### config.mk
export PLATFORM = sky130hd
export DESIGN_NAME = video_timing_gen
export DESIGN_NICKNAME = d
export VERILOG_FILES = /design/src/rtl/video_timing_gen.sv
export SDC_FILE = /design/constraint.sdc
export NUM_CORES = 1
export LEC_CHECK = 0
export ABC_AREA = 1
export CAP_MARGIN = 25
export CORE_MARGIN = 2
export CORE_UTILIZATION = 55
export CTS_BUF_LIST = sky130_fd_sc_hd__clkbuf_8
export DETAILED_ROUTE_END_ITERATION = 10
export HOLD_SLACK_MARGIN = 0.05
export PLACE_DENSITY_LB_ADDON = 0.3
export SLEW_MARGIN = 10
export SYNTH_ARGS = -nofsm -noshare
export SYNTH_HDL_FRONTEND = slang
export SYNTH_SLANG_ARGS = --single-unit
### constraint.sdc
create_clock -name clk -period 2.55 [get_ports clk]
set_clock_uncertainty 0.05 [all_clocks]
set_input_delay 0.255 -clock clk [delete_from_list [all_inputs] [get_ports clk]]
set_output_delay 0.255 -clock clk [all_outputs]
set_load 0.01 [all_outputs]
### src/rtl/video_timing_gen.sv
// rtl/video_timing_gen.sv - raster timing generator: pixel strobe, position, syncs, data-enable
// Define VTG_FRAME_CNT_EN to add the 16-bit frameCnt output.
module video_timing_gen #(
  parameter int X_MAX   = 1280,
  parameter int H_FP    = 110,
  parameter int H_SYNC  = 40,
  parameter int H_BP    = 220,
  parameter int Y_MAX   = 720,
  parameter int V_FP    = 5,
  parameter int V_SYNC  = 5,
  parameter int V_BP    = 20,
  parameter int CLK_DIV = 1
) (
  input  logic        clk,
  input  logic        reset,
  input  logic        enable,
  output logic        pixelInc,
  output logic [10:0] hpos,
  output logic [10:0] vpos,
  output logic        de,
  output logic        hsync,
  output logic        vsync,
  output logic        lineStart,
  output logic        frameStart
`ifdef VTG_FRAME_CNT_EN
  ,
  output logic [15:0] frameCnt
`endif
);

  localparam int H_TOTAL = X_MAX + H_FP + H_SYNC + H_BP;
  localparam int V_TOTAL = Y_MAX + V_FP + V_SYNC + V_BP;

  if (H_TOTAL > 2048) begin : g_h_total_chk
    $error("video_timing_gen: H_TOTAL exceeds 2048");
  end
  if (V_TOTAL > 2048) begin : g_v_total_chk
    $error("video_timing_gen: V_TOTAL exceeds 2048");
  end
  if (CLK_DIV < 1 || CLK_DIV > 16) begin : g_div_chk
    $error("video_timing_gen: CLK_DIV must be 1..16");
  end

  localparam logic [10:0] H_LAST       = 11'(H_TOTAL - 1);
  localparam logic [10:0] H_FP_START   = 11'(X_MAX);
  localparam logic [10:0] H_SYNC_START = 11'(X_MAX + H_FP);
  localparam logic [10:0] H_BP_START   = 11'(X_MAX + H_FP + H_SYNC);
  localparam logic [10:0] V_LAST       = 11'(V_TOTAL - 1);
  localparam logic [10:0] V_FP_START   = 11'(Y_MAX);
  localparam logic [10:0] V_SYNC_START = 11'(Y_MAX + V_FP);
  localparam logic [10:0] V_BP_START   = 11'(Y_MAX + V_FP + V_SYNC);
  localparam logic [3:0]  DIV_LAST     = 4'(CLK_DIV - 1);

  typedef enum logic [1:0] {
    ST_ACTIVE,
    ST_FP,
    ST_SYNC,
    ST_BP
  } phase_e;

  logic [3:0]  div_q, div_d;
  logic [10:0] hpos_q, hpos_d;
  logic [10:0] vpos_q, vpos_d;
  phase_e      hstate_q, hstate_d;
  phase_e      vstate_q, vstate_d;
  logic        pix_q, pix_d;
  logic        line_q, line_d;
  logic        frame_q, frame_d;
  logic        de_q, de_d;
  logic        hsync_q, hsync_d;
  logic        vsync_q, vsync_d;

  logic        step;
  logic        h_wrap;
  logic [10:0] hpos_nxt;
  logic [10:0] vpos_nxt;
  phase_e      hstate_nxt;
  phase_e      vstate_nxt;

  always_ff @(posedge clk) begin
    if (reset) begin
      div_q    <= '0;
      hpos_q   <= H_LAST;
      vpos_q   <= V_LAST;
      hstate_q <= ST_BP;
      vstate_q <= ST_BP;
      pix_q    <= 1'b0;
      line_q   <= 1'b0;
      frame_q  <= 1'b0;
      de_q     <= 1'b0;
      hsync_q  <= 1'b0;
      vsync_q  <= 1'b0;
    end else begin
      div_q    <= div_d;
      hpos_q   <= hpos_d;
      vpos_q   <= vpos_d;
      hstate_q <= hstate_d;
      vstate_q <= vstate_d;
      pix_q    <= pix_d;
      line_q   <= line_d;
      frame_q  <= frame_d;
      de_q     <= de_d;
      hsync_q  <= hsync_d;
      vsync_q  <= vsync_d;
    end
  end

  // Position and phase are decoded from the value hpos/vpos take on this
  // strobe, so every output changes on the same edge as the position.
  always_comb begin
    step     = enable && (div_q == DIV_LAST);
    h_wrap   = (hpos_q == H_LAST);
    hpos_nxt = h_wrap ? 11'd0 : hpos_q + 11'd1;
    vpos_nxt = vpos_q;
    if (h_wrap) begin
      vpos_nxt = (vpos_q == V_LAST) ? 11'd0 : vpos_q + 11'd1;
    end

    hstate_nxt = hstate_q;
    case (hstate_q)
      ST_ACTIVE: if (hpos_nxt == H_FP_START) hstate_nxt = (H_FP == 0) ? ST_SYNC : ST_FP;
      ST_FP:     if (hpos_nxt == H_SYNC_START) hstate_nxt = ST_SYNC;
      ST_SYNC:   if (hpos_nxt == H_BP_START) hstate_nxt = ST_BP;
      ST_BP:     if (hpos_nxt == 11'd0) hstate_nxt = ST_ACTIVE;
      default:   hstate_nxt = ST_BP;
    endcase

    vstate_nxt = vstate_q;
    case (vstate_q)
      ST_ACTIVE: if (vpos_nxt == V_FP_START) vstate_nxt = (V_FP == 0) ? ST_SYNC : ST_FP;
      ST_FP:     if (vpos_nxt == V_SYNC_START) vstate_nxt = ST_SYNC;
      ST_SYNC:   if (vpos_nxt == V_BP_START) vstate_nxt = ST_BP;
      ST_BP:     if (vpos_nxt == 11'd0) vstate_nxt = ST_ACTIVE;
      default:   vstate_nxt = ST_BP;
    endcase

    div_d    = div_q;
    hpos_d   = hpos_q;
    vpos_d   = vpos_q;
    hstate_d = hstate_q;
    vstate_d = vstate_q;
    pix_d    = 1'b0;
    line_d   = 1'b0;
    frame_d  = 1'b0;
    de_d     = de_q;
    hsync_d  = hsync_q;
    vsync_d  = vsync_q;

    if (enable) begin
      div_d = step ? 4'd0 : div_q + 4'd1;
    end

    if (step) begin
      hpos_d   = hpos_nxt;
      vpos_d   = vpos_nxt;
      hstate_d = hstate_nxt;
      if (h_wrap) begin
        vstate_d = vstate_nxt;
      end
      pix_d   = 1'b1;
      line_d  = (hpos_nxt == 11'd0);
      frame_d = (hpos_nxt == 11'd0) && (vpos_nxt == 11'd0);
      de_d    = (hstate_d == ST_ACTIVE) && (vstate_d == ST_ACTIVE);
      hsync_d = (hstate_d == ST_SYNC);
      vsync_d = (vstate_d == ST_SYNC);
    end
  end

`ifdef VTG_FRAME_CNT_EN
  logic [15:0] frame_cnt_q, frame_cnt_d;

  always_ff @(posedge clk) begin
    if (reset) begin
      frame_cnt_q <= '0;
    end else begin
      frame_cnt_q <= frame_cnt_d;
    end
  end

  always_comb begin
    frame_cnt_d = frame_cnt_q;
    if (frame_d) begin
      frame_cnt_d = frame_cnt_q + 16'd1;
    end
  end

  assign frameCnt = frame_cnt_q;
`endif

  assign pixelInc   = pix_q;
  assign hpos       = hpos_q;
  assign vpos       = vpos_q;
  assign de         = de_q;
  assign hsync      = hsync_q;
  assign vsync      = vsync_q;
  assign lineStart  = line_q;
  assign frameStart = frame_q;

endmodule

==> results.txt <==
Worst reg-to-reg path cell count: 18
HPWL after detailed placement: 4770 um
Clock tree root buffer cell: sky130_fd_sc_hd__clkbuf_8
Worst hold path stage count: 2
Layout cell share with drive strength beyond 1: 11.6%
Beginning of the worst hold path: div_q[2]
Adder Share, Synth: 3.00%
# IOs: 31
Number of nets in the synthesized netlist: 412
Hold WC Path Type: reg2reg
GR met2 Demand/Resource: 39.5%
Critical path start-end classification: reg2reg
Area share, top type: 28.8%
Number of distinct library cell variants in the gate-level netlist after synthesis: 31
Run status: finished clean
DRC violation count after routing: 0
Leading cell type by number of instances after synthesis: sky130_fd_sc_hd__nand2_1
Post-synth area from yosys stat: 0.00250 mm^2
Setup crit end: vstate_q[0]
Synthesis-to-finish area growth: 18.7%
Max-area cell class: combinational gates
Standard cell with the maximum stage delay on the critical path: sky130_fd_sc_hd__dfxtp_2
Portion of the clock cycle consumed by the worst path in the final layout: 89.4%
Pin slew with the least headroom to its limit: 0.396 ns
Maximum buffer depth of the clock tree: 2
Setup slack of the most critical reg-to-reg path: 0.27 ns
Setup_tns: 0 ns
Cts hold-fix bufs: 0
Num sequential: 36
Initial core utilization: 57.5%
Ranking of synthesized cells by instance count: 100 x sky130_fd_sc_hd__nand2_1, 60 x sky130_fd_sc_hd__inv_1, 46 x sky130_fd_sc_hd__nor2_1
Wire length the detailed router placed on met1: 3000 um
Final std cells w/o fill: 490
Data required time of the critical path: 2.68 ns
[power groups by stage]
stage,Sequential (mW),Combinational [mW],Clock (mW)
finish,0.755,1.54,0.441
global route,0.767,1.71,0.467
CTS,0.748,1.48,0.448
detailed placement,0.761,1.47,0
global placement,0.758,1.46,0
floorplan,0.749,1.13,0
[cells in the final DEF (no fill, tap or decap), types with 13 or more instances in the layout]
cell type	netlist	routed
sky130_fd_sc_hd__clkdlybuf4s50_1	0	30
sky130_fd_sc_hd__dfxtp_1	36	33
sky130_fd_sc_hd__inv_1	60	60
sky130_fd_sc_hd__nand2_1	100	100
sky130_fd_sc_hd__nand3_1	44	44
sky130_fd_sc_hd__nand4_1	13	13
sky130_fd_sc_hd__nor2_1	46	46
sky130_fd_sc_hd__o22ai_1	13	13
==> images/clock_wires.png <==
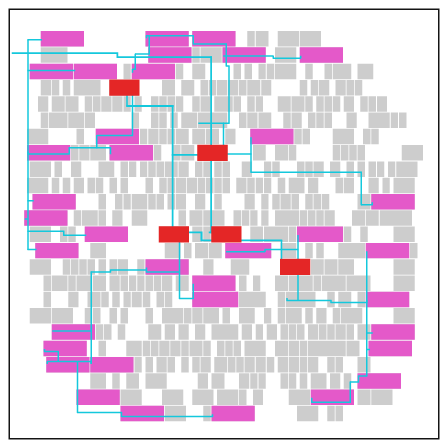
[clock wires] cyan | length: 492 um
[flip-flops] magenta | count: 36
[clock-net drivers] red | count: 5
flops lie: widely spread
routed clock nets: 6
share of power burned in the clock network: 16.1%
insertion delay to the later sink of the worst-skew pair: 0.28 ns
Clock Power: 0.441 mW

==> images/class_map.png <==
The bar under the picture is 20 um long.
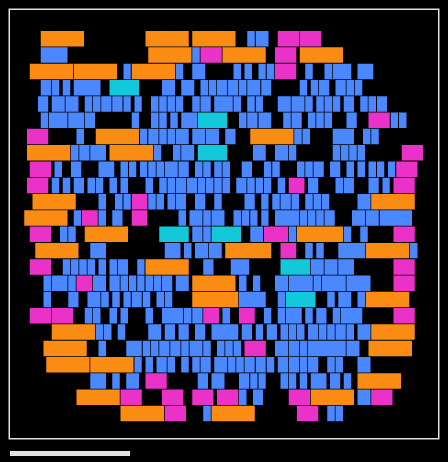
| class | color | cells | share of their area |
|---|---|---|---|
| remaining logic cells | blue | 356 | 59% |
| remaining buffers and delay cells | magenta | 39 | 13% |
| clock drivers and dummy loads | cyan | 7 | 3.3% |
| registers | orange | 36 | 25% |
Floorplan Core Area: 0.00435 mm^2
number of placement rows: 24

==> images/floorplan.png <==
Pins as bars on the die edge. Tap cells in gray.
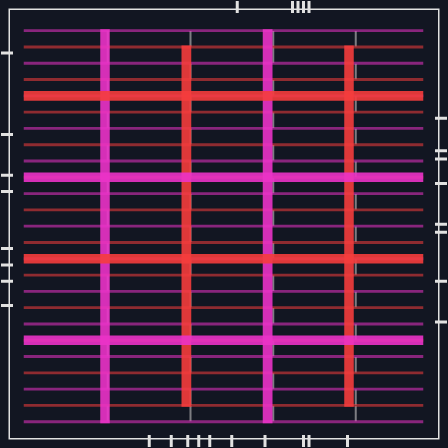
| net | color |
|---|---|
| VDD | red |
| VSS | magenta |
met4 straps: 4
rows: 24
signal pins: 31
maximum vdd ir drop: 0.428 mV
die width: 71.5 um
die outline height: 71.5 um

==> images/ff_map.png <==
Other sequential cells in the stronger gray, the rest of the logic in the fainter gray.
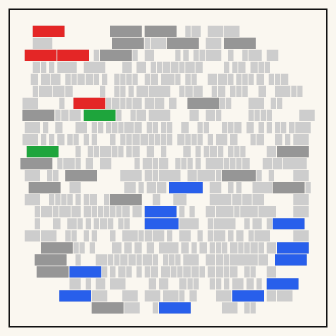
| netlist name | color | sequential cells |
|---|---|---|
| `vstate_q` | green | 2 |
| `div_q` | red | 4 |
| `hpos` | blue | 11 |
sequential portion of the cell area: 24.4%
flip-flop and latch power: 0.755 mW
final standard cell utilization of the core: 68.2%
FF/Latch Area: 724 um^2

==> images/congestion_map.png <==
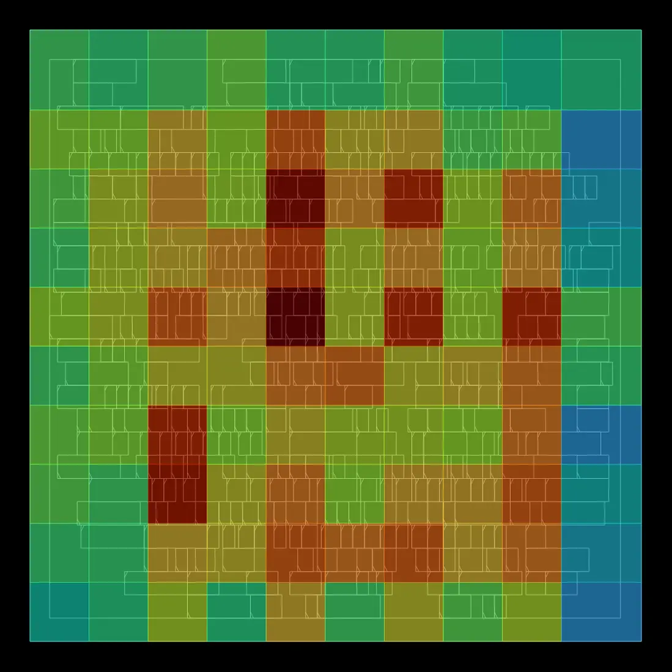
highest-utilization routing layer at the global route stage: met2
GR Util met1: 35.4%

Power and IR drop assume default switching activity.
